Figure 1. PDN straps and rails (run 1).
Pins as bars on the die edge.
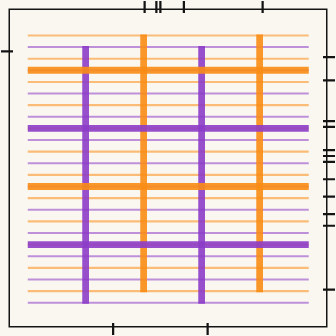
Figure 2. Placed cells, one colour a class (run 1).
The bar under the picture is 20 um long.
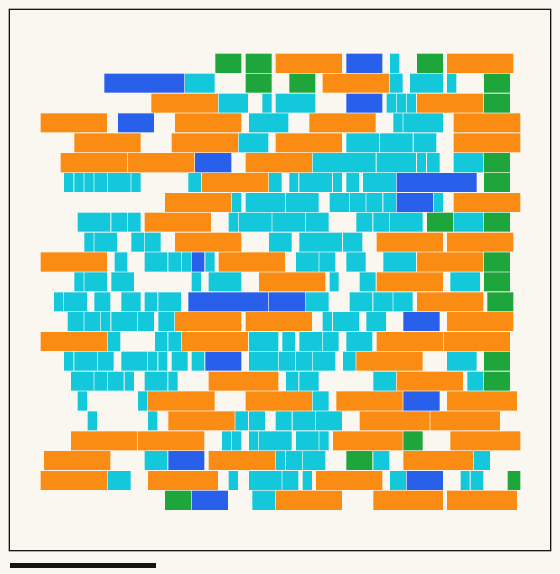
Figure 3. Clock distribution (run 1).
The bar under the picture is 20 um long.
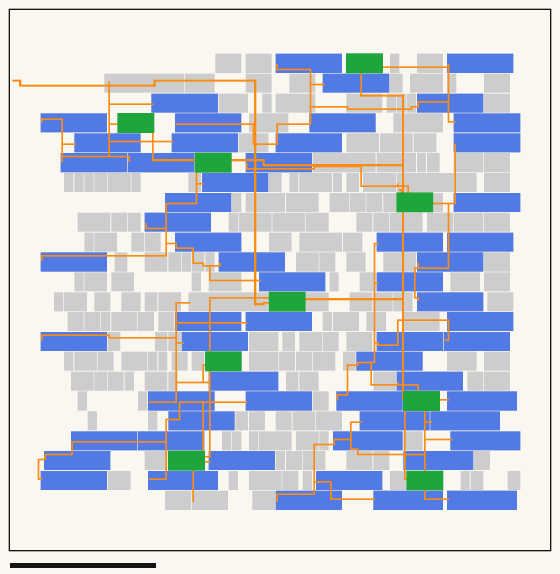
[src/rtl/ps2_key_ctrl.sv]
// rtl/ps2_key_ctrl.sv - PS/2 keyboard receiver: sync/filter, 11-bit framing, E0/F0 decode, arrow key state
module ps2_key_ctrl #(
  parameter int FILTER_LEN     = 4,
  parameter int TIMEOUT_CYCLES = 25000
) (
  input  logic       vga_clk,
  input  logic       reset_n,
  input  logic       ps2_clk,
  input  logic       ps2_data,
  output logic       key_valid,
  output logic [7:0] key_code,
  output logic       key_ext,
  output logic       key_break,
  output logic [3:0] arrows,
  output logic       frame_err
);

  localparam int TW = $clog2(TIMEOUT_CYCLES + 1);

  typedef enum logic [1:0] {IDLE, RECV, CHECK} frame_state_t;
  typedef enum logic [1:0] {D_BASE, D_EXT, D_BRK, D_EXT_BRK} dec_state_t;

  logic [1:0]            clk_sync, data_sync;
  logic [FILTER_LEN-1:0] filt_sr;
  logic                  clk_f, clk_f_d;
  logic                  fe, data_bit;
  frame_state_t          state, state_nxt;
  logic [3:0]            bit_cnt;
  logic [9:0]            shift_reg;
  logic [TW-1:0]         tmo_cnt;
  logic                  timeout, frame_good, byte_ok, err_now;
  dec_state_t            dec_state, dec_nxt;
  logic                  emit, ev_ext, ev_brk;

  // Filtered clock only moves once the whole sample window agrees.
  always_ff @(posedge vga_clk or negedge reset_n) begin
    if (!reset_n) begin
      clk_sync  <= '1;
      data_sync <= '1;
      filt_sr   <= '1;
      clk_f     <= 1'b1;
      clk_f_d   <= 1'b1;
    end else begin
      clk_sync  <= {clk_sync[0], ps2_clk};
      data_sync <= {data_sync[0], ps2_data};
      filt_sr   <= {filt_sr[FILTER_LEN-2:0], clk_sync[1]};
      if (&filt_sr)
        clk_f <= 1'b1;
      else if (~|filt_sr)
        clk_f <= 1'b0;
      clk_f_d   <= clk_f;
    end
  end

  assign fe         = clk_f_d & ~clk_f;
  assign data_bit   = data_sync[1];
  assign frame_good = (^shift_reg[8:0]) & shift_reg[9];
  assign timeout    = (state == RECV) && !fe && (tmo_cnt == TW'(TIMEOUT_CYCLES - 1));
  assign byte_ok    = (state == CHECK) && frame_good;
  assign err_now    = ((state == CHECK) && !frame_good) || timeout;

  always_ff @(posedge vga_clk or negedge reset_n) begin
    if (!reset_n)
      state <= IDLE;
    else
      state <= state_nxt;
  end

  always_comb begin
    state_nxt = state;
    case (state)
      IDLE:    if (fe && !data_bit) state_nxt = RECV;
      RECV: begin
        if (fe && bit_cnt == 4'd9)
          state_nxt = CHECK;
        else if (timeout)
          state_nxt = IDLE;
      end
      CHECK:   state_nxt = IDLE;
      default: state_nxt = IDLE;
    endcase
  end

  // Bits enter at the top so that after ten shifts {stop, parity, data[7:0]} lines up.
  always_ff @(posedge vga_clk or negedge reset_n) begin
    if (!reset_n) begin
      bit_cnt   <= '0;
      shift_reg <= '0;
      tmo_cnt   <= '0;
      frame_err <= 1'b0;
    end else begin
      frame_err <= err_now;
      if (state == RECV) begin
        if (fe) begin
          shift_reg <= {data_bit, shift_reg[9:1]};
          bit_cnt   <= bit_cnt + 4'd1;
          tmo_cnt   <= '0;
        end else begin
          tmo_cnt   <= tmo_cnt + TW'(1);
        end
      end else begin
        bit_cnt <= '0;
        tmo_cnt <= '0;
      end
    end
  end

  always_ff @(posedge vga_clk or negedge reset_n) begin
    if (!reset_n)
      dec_state <= D_BASE;
    else
      dec_state <= dec_nxt;
  end

  assign ev_ext = (dec_state == D_EXT) || (dec_state == D_EXT_BRK);
  assign ev_brk = (dec_state == D_BRK) || (dec_state == D_EXT_BRK);

  always_comb begin
    dec_nxt = dec_state;
    emit    = 1'b0;
    if (err_now) begin
      dec_nxt = D_BASE;
    end else if (byte_ok) begin
      if (shift_reg[7:0] == 8'hE0)
        dec_nxt = D_EXT;
      else if (shift_reg[7:0] == 8'hF0)
        dec_nxt = ev_ext ? D_EXT_BRK : D_BRK;
      else begin
        emit    = 1'b1;
        dec_nxt = D_BASE;
      end
    end
  end

  always_ff @(posedge vga_clk or negedge reset_n) begin
    if (!reset_n) begin
      key_valid <= 1'b0;
      key_code  <= '0;
      key_ext   <= 1'b0;
      key_break <= 1'b0;
      arrows    <= '0;
    end else begin
      key_valid <= emit;
      if (emit) begin
        key_code  <= shift_reg[7:0];
        key_ext   <= ev_ext;
        key_break <= ev_brk;
        if (ev_ext) begin
          case (shift_reg[7:0])
            8'h75:   arrows[3] <= ~ev_brk;
            8'h72:   arrows[2] <= ~ev_brk;
            8'h6B:   arrows[1] <= ~ev_brk;
            8'h74:   arrows[0] <= ~ev_brk;
            default: ;
          endcase
        end
      end
    end
  end

endmodule

[config.mk]
export PLATFORM = sky130hd
export DESIGN_NAME = ps2_key_ctrl
export DESIGN_NICKNAME = d
export VERILOG_FILES = /design/src/rtl/ps2_key_ctrl.sv
export SDC_FILE = /design/constraint.sdc
export NUM_CORES = 1
export LEC_CHECK = 0
export ABC_CLOCK_PERIOD_IN_PS = 3700
export CORE_MARGIN = 4
export CORE_UTILIZATION = 62
export DETAILED_ROUTE_END_ITERATION = 8
export GPL_ROUTABILITY_DRIVEN = 1
export PLACE_DENSITY = 0.84
export SLEW_MARGIN = 25
export SYNTH_ARGS = -nofsm -noshare
export SYNTH_HDL_FRONTEND = slang
export SYNTH_SLANG_ARGS = --single-unit
[constraint.sdc]
create_clock -name vga_clk -period 3.7 [get_ports vga_clk]
set_clock_uncertainty 0.1 [all_clocks]
set_input_delay 0.925 -clock vga_clk [delete_from_list [all_inputs] [get_ports vga_clk]]
set_output_delay 0.925 -clock vga_clk [all_outputs]
set_load 0.01 [all_outputs]
==> flow_summary.json, run 1 <==
{
  "status": "finished clean",
  "period_needed_ns": 2.83,
  "intPower_w": 0.00133,
  "topCellsByArea": "dfrtp_1 (45%), dfstp_2 (9.7%), ha_1 (6.5%), xnor2_1 (3.9%), mux2_2 (3.8%)",
  "regArea_sq_um": 1490,
  "finalNonFillerCells": 306,
  "seq_power_share_pct": 42.5,
  "gp_congestion": 0.818,
  "pwr-share-clk_pct": 41.0,
  "enable_flop_cells": 0,
  "track_usage_pct": 21.3,
  "muxShareOfSynthArea_pct": 6.54,
  "setup_slack_ns": 0.866,
  "path_clk_slew_ns": 0.07,
  "wl_met3_um": 231,
  "crit_path_start_kind": "flip-flop",
  "wl_per_cell_um": 16.0,
  "grtUsageMet2_pct": 33.4,
  "die_h_um": 73.9,
  "yosysMostFrequentCell": "dfrtp_1",
  "hold_ws_ns": 0.257,
  "synthAoiAreaFrac_pct": 7.01,
  "yosysUniqueCellTypes": 41,
  "synth_cells": 225,
  "routed.top_layer": "met4",
  "overflow": 0,
  "reg2reg_to": "key_code[7]",
  "hold_depth": 0,
  "simple_gate_area_share_pct": 14.8,
  "area_delta_synth_final_pct": 17.6,
  "fin_nets": 269,
  "drt_iter0_drc": 101,
  "logic_family": "simple AND/OR/NAND/NOR gates",
  "top_cells_by_count": "dfrtp_1 (49), nor2_1 (21), ha_1 (14)",
  "yosysWarnings": 0,
  "vias": 1781,
  "top_cell_area_share_pct": 45.5,
  "period_used_pct": 76.6,
  "seq-power_w": 0.000777,
  "die_area_sq_um": 5470,
  "numCtsBuffers": 9,
  "required_ns": 3.82,
  "placed_area_sq_um": 2910,
  "worst_pin_slew_ns": 0.716,
  "cts-root-buf": "clkbuf_8",
  "rsz0062_at_grt": "no",
  "drtPass1Iterations": 4,
  "power-top-group": "registers",
  "post_cts_resized": 0,
  "synth_seq_share_pct": 55.2,
  "leakage_nw": 1.40,
  "row_count": 23,
  "fin_tns_setup_ns": 0,
  "p_switching_w": 0.000496,
  "switching_share_pct": 27.1,
  "grt_max_degree": 37,
  "drc": 0,
  "hpwl_mm": 3.31,
  "synth_chip_area_sq_um": 2700,
  "lay_top_count": "dfrtp_1",
  "wl_met1_mm": 2.11,
  "clock_latency_ns": 0.33,
  "synth.avg_cell_area_sq_um": 12.0,
  "ctsHoldBuffers": 0,
  "power_density_nw_per_um2": 576,
  "fin_total_pwr_w": 0.00183,
  "setup_violations": 0,
  "met3_usage_pct": 5.27,
  "path_max_fanout": 15,
  "reg2reg_slack_ns": 0.87,
  "floorplan.nets": 243
}
## Picture notes: Figure 1
colour	net
purple	VSS
orange	VDD
met5 straps	4
met1 rails	24
met4 straps	4

## Picture notes: Figure 2
colour	class	cells	share of their area
cyan	remaining logic cells	161	38%
green	remaining buffers and delay cells	20	6.2%
orange	sequential cells	59	48%
blue	clock drivers and dummy loads	16	8.4%

## Picture notes: Figure 3
[orange] clock wires | length: 739 um
[green] clock-net drivers | count: 9
[blue] flip-flops | count: 59
routed clock nets	10

-- run 1: worst max-delay path: stages (launching register included) --
cell and delay [ns]:
dfrtp_1 0.43, inv_1 0.11, ha_1 0.30, xnor3_2 0.41
xor2_2 0.31, or3_1 0.64, mux2_2 0.41
-- run 1: worst max path at each step --
stage	depth (start not counted)	to	slack, ns
final	6	key_code[7]	0.87
after global routing	6	key_code[1]	0.75
after CTS	6	key_code[7]	0.88
after detailed placement	6	key_code[7]	0.92
after global placement	6	key_code[2]	1.01
after floorplan	8	key_code[2]	1.21
-- run 1: layout make-up --
type / instances / share of cell area (%)
Clock buffer: 12 / 5.21
Clock inverter: 4 / 3.00
Multi-Input combinational cell: 149 / 35.4
Tap cell: 50 / 1.97
Inverter: 12 / 1.42
Sequential cell: 59 / 46.9
Timing Repair Buffer: 20 / 6.07
Figure 4. Signal wires by layer (run 1).
Only two layers are drawn.
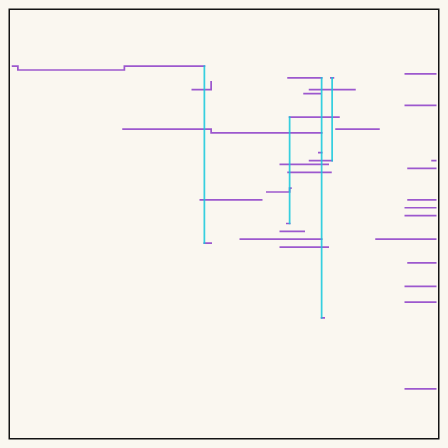

==> run 1 -> run 2 <==
Settings changed: ABC_CLOCK_PERIOD_IN_PS 3700 to 2600, CORE_UTILIZATION 62 to 52, PLACE_DENSITY 0.84 to 0.75.
Clock period 3.7 ns to 2.6 ns, I/O delays scaled along.
Figure 5. Signal wires by layer (run 2).
Only two layers are drawn.
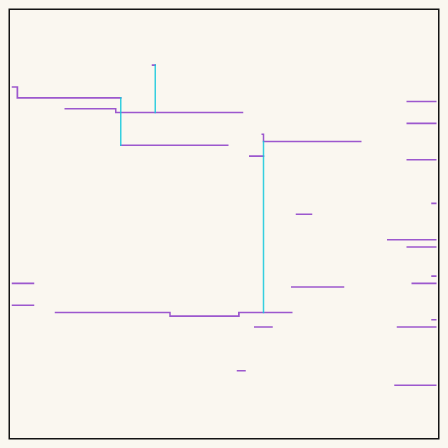
colour	layer	wire length
cyan	M4	49.6 um
purple	M3	220 um
wire length per cell: 14.1 um
final wirelength: 4.71 mm

==> run 2 against run 1 <==
  * Non-clock buffer count up 10
  * Die size up 17%
  * Core utilization is 12 points lower
  * Combinational power up 52%
  * First-iteration DRC count is 8.9% lower
  * Sequential share of layout area down 0.17 points
  * Largest cell class unchanged
==> flow_summary.json, run 2 <==
{
  "ys.flops": 59,
  "routed_via_density": 5.36,
  "yosysWarnings": 0,
  "logic_family": "simple AND/OR/NAND/NOR gates",
  "synth_cells": 225,
  "netlist_area_sq_um": 2700,
  "end_kind": "flip-flop",
  "wl_met3_um": 220,
  "dp.cells": 313,
  "reg2reg_to": "key_code[2]",
  "endpoint": "key_code[2]",
  "die_h_um": 80.0,
  "reg2reg_depth": 7,
  "fin_total_pwr_w": 0.00228,
  "dominantRegCellSynth": "dfrtp_1",
  "cts_buffer_depth": 2,
  "core_area_sq_um": 4880,
  "wl_met2_mm": 2.23,
  "drtAntennaViolNets": 0,
  "path_max_fanout": 11,
  "clock_sinks": 59,
  "met3_usage_pct": 7.45,
  "io-pin-count": 20,
  "area_delta_synth_final_pct": 18.1,
  "placed_area_sq_um": 2980,
  "grtUsageMet2_pct": 26.7,
  "grt.met1_usage_pct": 22.2,
  "status": "finished clean",
  "crit_path_start_kind": "flip-flop",
  "drive_gt1_share_pct": 20.7,
  "synth_seq_share_pct": 55.2,
  "period_used_pct": 96.9,
  "row_count": 25,
  "hold_viol": 0,
  "seq-power_w": 0.00110,
  "track_usage_pct": 17.2,
  "worst_pin_slew_ns": 0.568,
  "grt_pass1_wl_mm": 8.39,
  "power-top-group": "registers",
  "grt_max_degree": 28,
  "setup_slack_ns": 0.0814,
  "port_buffers": 19,
  "routed.top_layer": "met4",
  "top_usage_layer": "met2",
  "tool_warnings": 34,
  "seq_power_share_pct": 48.3,
  "p_comb_share_pct": 20.2,
  "floorplan.nets": 243,
  "fin_tns_setup_ns": 0,
  "slew_viol_final": 0,
  "topCellsByArea": "dfrtp_1 (45%), dfstp_2 (9.7%), ha_1 (6.5%), xnor2_1 (3.9%), mux2_2 (3.8%)",
  "synth.avg_cell_area_sq_um": 12.0,
  "fp_util_pct": 55.3,
  "cap_violations": 0,
  "top_cell_area_share_pct": 45.5,
  "leakage_nw": 1.41,
  "pwr-share-clk_pct": 31.5,
  "required_ns": 2.72,
  "fmax_mhz": 397,
  "yosysUniqueCellTypes": 41,
  "fin_nets": 279,
  "dp_slack_ns": 0.0451,
  "drc": 0,
  "synthAoiAreaFrac_pct": 7.01,
  "drt_iter0_drc": 92,
  "synth_chip_area_sq_um": 2700,
  "clock_latency_ns": 0.33,
  "hold_ws_ns": 0.209,
  "pg_comb_w": 0.000461,
  "die_area_sq_um": 6400,
  "maxSlewHeadroom_pct": 62.1,
  "overflow": 0,
  "critical_path_class": "reg2reg",
  "numCtsBuffers": 9,
  "drtPass1Iterations": 4,
  "p_switching_w": 0.000667,
  "ys_sh_adder_pct": 6.50,
  "setup_violations": 0,
  "reg2reg_slack_ns": 0.08,
  "yosysMostFrequentCell": "dfrtp_1",
  "muxShareOfSynthArea_pct": 6.54,
  "grt_pass1_vias": 1769,
  "post_cts_resized": 0,
  "worst-endpoint-arrival_ns": 2.64,
  "die_x_um": 80.0,
  "vias": 1785,
  "yosysTopAreaCell": "dfrtp_1",
  "wl_met1_mm": 2.21,
  "switching_share_pct": 29.2,
  "ys_cells": 225,
  "post_cts_buffers": 0,
  "largest_reg_flops": 15,
  "lay_top_count": "dfrtp_1",
  "mostFrequentLayoutCells": "dfrtp_1 (49), nor2_1 (21), clkdlybuf4s50_1 (18)",
  "final_util_pct": 65.2,
  "antenna_found_initial": 0,
  "p_clk_w": 0.000720,
  "path_clk_slew_ns": 0.06,
  "post-route-cell-area_sq_um": 3180,
  "cts_max_level": 3,
  "antennaDiodeCount": 0,
  "power_density_nw_per_um2": 717,
  "hpwl_mm": 3.35,
  "enable_flop_cells": 0,
  "simple_gate_area_share_pct": 14.8,
  "intPower_w": 0.00162,
  "r2r-start": "shift_reg[0]",
  "finalNonFillerCells": 333,
  "cts_tree": "done",
  "gp_congestion": 0.826,
  "period_needed_ns": 2.52,
  "ctsHoldBuffers": 0,
  "top_cells_by_count": "dfrtp_1 (49), nor2_1 (21), ha_1 (14)",
  "hold_class": "in2async",
  "synthArstFlopShare_pct": 100,
  "cts-root-buf": "clkbuf_8",
  "vdd_drop_max_uv": 560
}
==> run 2: netlist changes by cell type in the layout (fill, tap and decap cells not counted), sizes merged <==
| cell | previous run | this run |
|---|---|---|
| clkbuf | 12 | 14 |
| clkinv | 1 | 2 |
| buf | 2 | 12 |
| bufinv | 3 | 0 |
==> run 2: layout make-up <==
type                            instances  area [sq um]
Fill cell                             388          1700
Sequential cell                        59          1490
Multi-Input combinational cell        149          1120
Timing Repair Buffer                   30           268
Clock buffer                           14           163
Tap cell                               67          83.8
Inverter                               12          45.0
Clock inverter                          2          10.0
==> run 2: critical path, cell delays in order (launching register included) <==
cell,delay [ns]
dfrtp_1,0.39
inv_1,0.09
ha_1,0.31
xnor3_2,0.41
xor2_2,0.20
or3_4,0.42
buf_4,0.19
mux2_4,0.30
Power is estimated from default activity; no workload was simulated.
